### src/rtl/amiq_fifo_pkg.sv
// Shared types and defaults for the amiq synchronous FIFO family.
//   level_w()  : width of an occupancy counter able to hold 0..depth
//   rd_mode_t  : read-side behaviour (registered read or first-word-fall-through)
//   DEF_*      : default geometry and threshold values
package amiq_fifo_pkg;

    typedef enum logic {
        AMIQ_FIFO_STD  = 1'b0,
        AMIQ_FIFO_FWFT = 1'b1
    } rd_mode_t;

    localparam int DEF_M         = 8;
    localparam int DEF_DEPTH     = 16;
    localparam int DEF_AE_THRESH = 2;
    localparam int DEF_AF_THRESH = 14;

    // Occupancy runs 0..depth inclusive, so one more code than the pointers.
    function automatic int level_w(input int depth);
        return $clog2(depth + 1);
    endfunction

endpackage

### src/rtl/amiq_fifo_mem.sv
// 1W1R storage array, DEPTH x M.
//   clk      : write clock
//   wr_en    : write strobe (already qualified by the caller)
//   wr_addr  : write address
//   wr_data  : write data
//   rd_addr  : read address
//   rd_data  : combinational read of the addressed entry
// Contents are deliberately not reset.
module amiq_fifo_mem #(
    parameter int M     = 8,
    parameter int DEPTH = 16,
    parameter int AW    = $clog2(DEPTH)
) (
    input  logic          clk,
    input  logic          wr_en,
    input  logic [AW-1:0] wr_addr,
    input  logic [M-1:0]  wr_data,
    input  logic [AW-1:0] rd_addr,
    output logic [M-1:0]  rd_data
);

    logic [M-1:0] mem [DEPTH];

    always_ff @(posedge clk) begin
        if (wr_en) mem[wr_addr] <= wr_data;
    end

    assign rd_data = mem[rd_addr];

endmodule

### src/rtl/amiq_fifo_sync_rd.sv
// Single-clock FIFO with selectable read mode.
//   clk, rst          : clock, synchronous active-high reset
//   wr_en, wr_data    : write request / data
//   full, almost_full : level == DEPTH, level >= AF_THRESH
//   overflow          : one-cycle pulse after a wr_en seen while full
//   rd_en             : read request
//   rd_data, rd_valid : read data and its qualifier (timing depends on FWFT)
//   empty, almost_empty : level == 0, level <= AE_THRESH
//   underflow         : one-cycle pulse after an rd_en seen while empty
//   level             : current occupancy
module amiq_fifo_sync_rd
    import amiq_fifo_pkg::*;
#(
    parameter int M         = DEF_M,
    parameter int DEPTH     = DEF_DEPTH,
    parameter int FWFT      = 0,
    parameter int AE_THRESH = DEF_AE_THRESH,
    parameter int AF_THRESH = DEF_AF_THRESH
) (
    input  logic                      clk,
    input  logic                      rst,
    input  logic                      wr_en,
    input  logic [M-1:0]              wr_data,
    output logic                      full,
    output logic                      almost_full,
    output logic                      overflow,
    input  logic                      rd_en,
    output logic [M-1:0]              rd_data,
    output logic                      rd_valid,
    output logic                      empty,
    output logic                      almost_empty,
    output logic                      underflow,
    output logic [level_w(DEPTH)-1:0] level
);

    localparam int       AW   = $clog2(DEPTH);
    localparam int       LW   = level_w(DEPTH);
    localparam rd_mode_t MODE = (FWFT != 0) ? AMIQ_FIFO_FWFT : AMIQ_FIFO_STD;

    localparam logic [LW-1:0] AE_L    = LW'(AE_THRESH);
    localparam logic [LW-1:0] AF_L    = LW'(AF_THRESH);
    localparam logic [LW-1:0] DEPTH_L = LW'(DEPTH);

    logic [AW-1:0] wr_ptr, rd_ptr;
    logic [LW-1:0] level_nxt;
    logic [M-1:0]  mem_rd;
    logic          wr_acc, rd_acc;

    // Accept decisions use the registered flags, so a read when full and a
    // write when empty are both still accepted alongside the rejected one.
    assign wr_acc = wr_en && !full;
    assign rd_acc = rd_en && !empty;

    amiq_fifo_mem #(.M(M), .DEPTH(DEPTH), .AW(AW)) u_mem (
        .clk     (clk),
        .wr_en   (wr_acc),
        .wr_addr (wr_ptr),
        .wr_data (wr_data),
        .rd_addr (rd_ptr),
        .rd_data (mem_rd)
    );

    always_comb begin
        level_nxt = level;
        case ({wr_acc, rd_acc})
            2'b10:   level_nxt = level + LW'(1);
            2'b01:   level_nxt = level - LW'(1);
            default: level_nxt = level;
        endcase
    end

    // Flags are registered from level_nxt so they line up with level itself.
    always_ff @(posedge clk) begin
        if (rst) begin
            wr_ptr       <= '0;
            rd_ptr       <= '0;
            level        <= '0;
            empty        <= 1'b1;
            full         <= 1'b0;
            almost_empty <= 1'b1;
            almost_full  <= (AF_THRESH == 0);
            overflow     <= 1'b0;
            underflow    <= 1'b0;
        end else begin
            if (wr_acc) wr_ptr <= wr_ptr + AW'(1);
            if (rd_acc) rd_ptr <= rd_ptr + AW'(1);
            level        <= level_nxt;
            empty        <= (level_nxt == '0);
            full         <= (level_nxt == DEPTH_L);
            almost_empty <= (level_nxt <= AE_L);
            almost_full  <= (level_nxt >= AF_L);
            overflow     <= wr_en && full;
            underflow    <= rd_en && empty;
        end
    end

    generate
        if (MODE == AMIQ_FIFO_STD) begin : g_std
            logic [M-1:0] rd_data_q;
            logic         rd_valid_q;

            // Data register only loads on a pop, so it holds between reads.
            always_ff @(posedge clk) begin
                if (rst) begin
                    rd_data_q  <= '0;
                    rd_valid_q <= 1'b0;
                end else begin
                    rd_valid_q <= rd_acc;
                    if (rd_acc) rd_data_q <= mem_rd;
                end
            end

            assign rd_data  = rd_data_q;
            assign rd_valid = rd_valid_q;
        end else begin : g_fwft
            // Head entry is shown directly; forced to zero while empty so the
            // un-reset storage never leaks onto the port.
            assign rd_data  = empty ? '0 : mem_rd;
            assign rd_valid = !empty;
        end
    endgenerate

endmodule

### config.mk
export PLATFORM = sky130hd
export DESIGN_NAME = amiq_fifo_sync_rd
export DESIGN_NICKNAME = d
export VERILOG_FILES = /design/src/rtl/amiq_fifo_pkg.sv /design/src/rtl/amiq_fifo_mem.sv /design/src/rtl/amiq_fifo_sync_rd.sv
export SDC_FILE = /design/constraint.sdc
export NUM_CORES = 1
export LEC_CHECK = 0
export CAP_MARGIN = 20
export CORE_MARGIN = 3
export CORE_UTILIZATION = 35
export CTS_BUF_LIST = sky130_fd_sc_hd__clkbuf_16
export DETAILED_ROUTE_END_ITERATION = 7
export GPL_TIMING_DRIVEN = 0
export PLACE_DENSITY_LB_ADDON = 0.1
export SLEW_MARGIN = 20
export SYNTH_ARGS = -nofsm -noshare
export SYNTH_HDL_FRONTEND = slang
export SYNTH_SLANG_ARGS = --single-unit
export TNS_END_PERCENT = 5
### constraint.sdc
create_clock -name clk -period 2.7 [get_ports clk]
set_clock_uncertainty 0.1 [all_clocks]
set_input_delay 0.27 -clock clk [delete_from_list [all_inputs] [get_ports clk]]
set_output_delay 0.27 -clock clk [all_outputs]
set_load 0.03 [all_outputs]
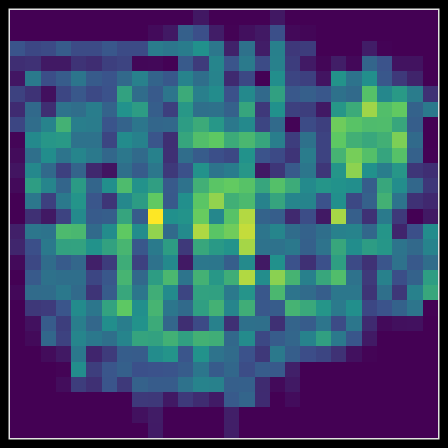
Figure 1: wire density map.
The die is cut into 28 by 28 equal tiles; dark purple is low, yellow is high, scaled to the fullest tile. Values are wire area over tile area, all layers added.
- nearly empty tiles: 23%
- densest ninth of the die: centre
- tiles over half the peak: 19%

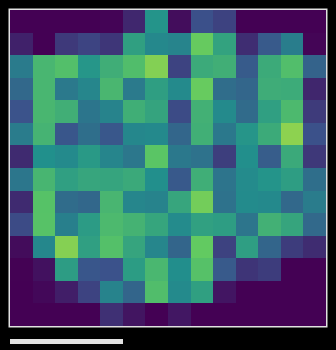
Figure 2: placement density heat map.
Bar = 50 um. The die is cut into 14 by 14 equal tiles; dark purple is low, yellow is high, 0 to 100% covered.
- emptiest ninth of the die: south-east
- fullest tile: 82%
- tiles over 75% full: 3.6%
- nearly empty tiles: 15%
- mean over tiles: 37%
core utilization at floorplan: 0.361
final core utilization: 0.437

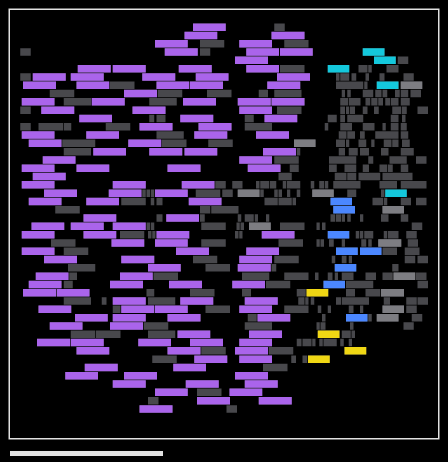
Figure 3: register map, names as in the netlist.
Bar = 50 um. Other sequential cells in the stronger grey, the rest of the logic in the fainter grey.
- `rd_data`: blue (placed flops 8; where east)
- `u_mem.mem`: purple (placed flops 128)
- `level`: cyan (placed flops 5; where north-east)
- `rd_ptr`: yellow (placed flops 4; where south-east)
- not coloured: 11

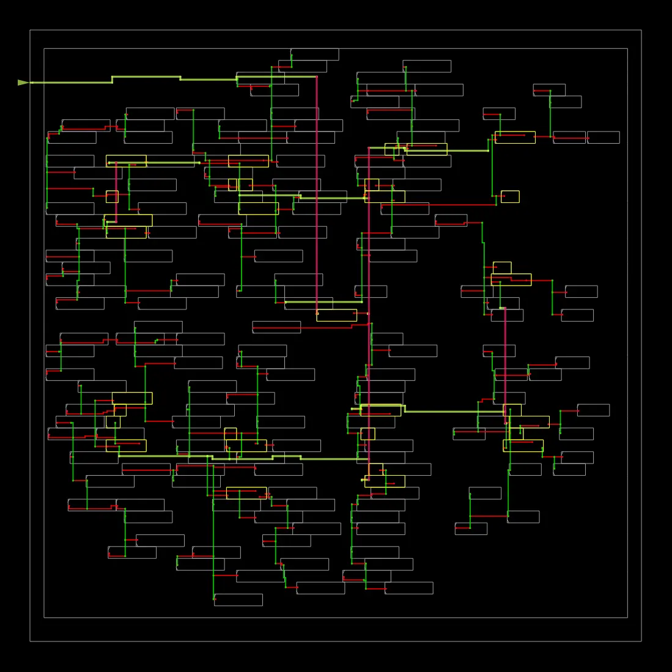
Figure 4: clock nets.
Skew-Pair Late Insertion Delay: 430 ps
flop count: 156
number of clock sinks: 156

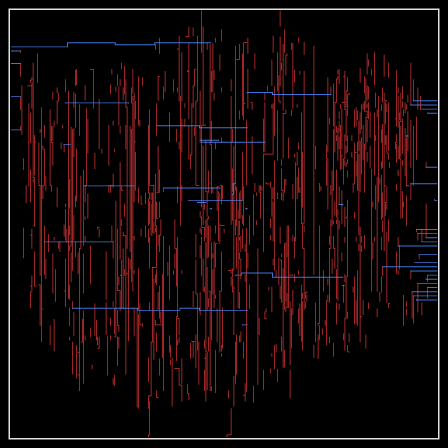
Figure 5: routed metal, one colour a layer.
Only two layers are drawn.
- met3: blue (wire length 519 um)
- met2: red (wire length 6960 um)

==> results.sh <==
# flow metrics
export IMPL_cpMaxStageDelayCell="sky130_fd_sc_hd__or4_1"
export IMPL_critPathArrivalTime_ps=2820
export IMPL_run_status="finished, final reports clean"
export IMPL_final_nonclk_buf_share=0.0667
export IMPL_portBuffers=30
export IMPL_synthesis_instances=365
export IMPL_syn_mean_instance_area_um2=17.3
export IMPL_i_o_pins=32
export IMPL_grt_max_degree=17
export IMPL_delay_of_the_slowest_critical_path_stage_ps=560
export IMPL_layout_non_clock_buffers=61
export IMPL_cts_inserted_buffers=17
export IMPL_max_cap_viol_count=0
export IMPL_totalNegativeSetupSlack_ps=0
export IMPL_placementRows=48
export IMPL_synthMuxAreaShare=0.144
export IMPL_horizontal_die_dimension_um=140
export IMPL_share_of_flip_flops_with_an_asynchronous_set_or_reset=0
export IMPL_ys_area_um2=6310
export IMPL_maxClockFrequency_mhz=383
export IMPL_setup_viol_count_final=0
export IMPL_timing_critical_path_from_type="input port"
export IMPL_yosys_stat_cells=365
export IMPL_mostFrequentLayoutCells="sky130_fd_sc_hd__edfxtp_1, sky130_fd_sc_hd__mux4_2, sky130_fd_sc_hd__nand2_1, sky130_fd_sc_hd__clkdlybuf4s50_1, sky130_fd_sc_hd__nor2_1"
export IMPL_final_period_utilization=0.966
export IMPL_power_density_nw_per_um2=840
export IMPL_layout_area_top_class="sequential cells"
export IMPL_buffer_and_inverter_tally_for_the_worst_setup_path=2
export IMPL_violation_tally_from_detailed_route_iteration_zero=173
routing by layer:
layer	wire [um]	global-route usage
met4	187	0.0474
met2	6960	0.244
met5	0	0
met3	518	0.0379
met1	6260	0.198
power by group:
part / internal [uW] / leakage [uW] / switching (uW)
sequential: 2700 / 0.00139 / 58.8
clock: 1300 / 0.000277 / 1030
combinational: 595 / 0.000761 / 720
path summary, 6_finish.rpt:
| kind | slack, ps | from | to | cells past startpoint |
|---|---|---|---|---|
| setup / recovery | 90 | wr_en | full | 12 |
| hold / removal | 360 | rd_data[0] | rd_data[0] | 2 |
| setup reg to reg | 120 | empty | full | 11 |
| hold reg to reg | 360 | rd_data[0] | rd_data[0] | 2 |
Power figures rest on the tool's default switching activity, not on a simulated workload.
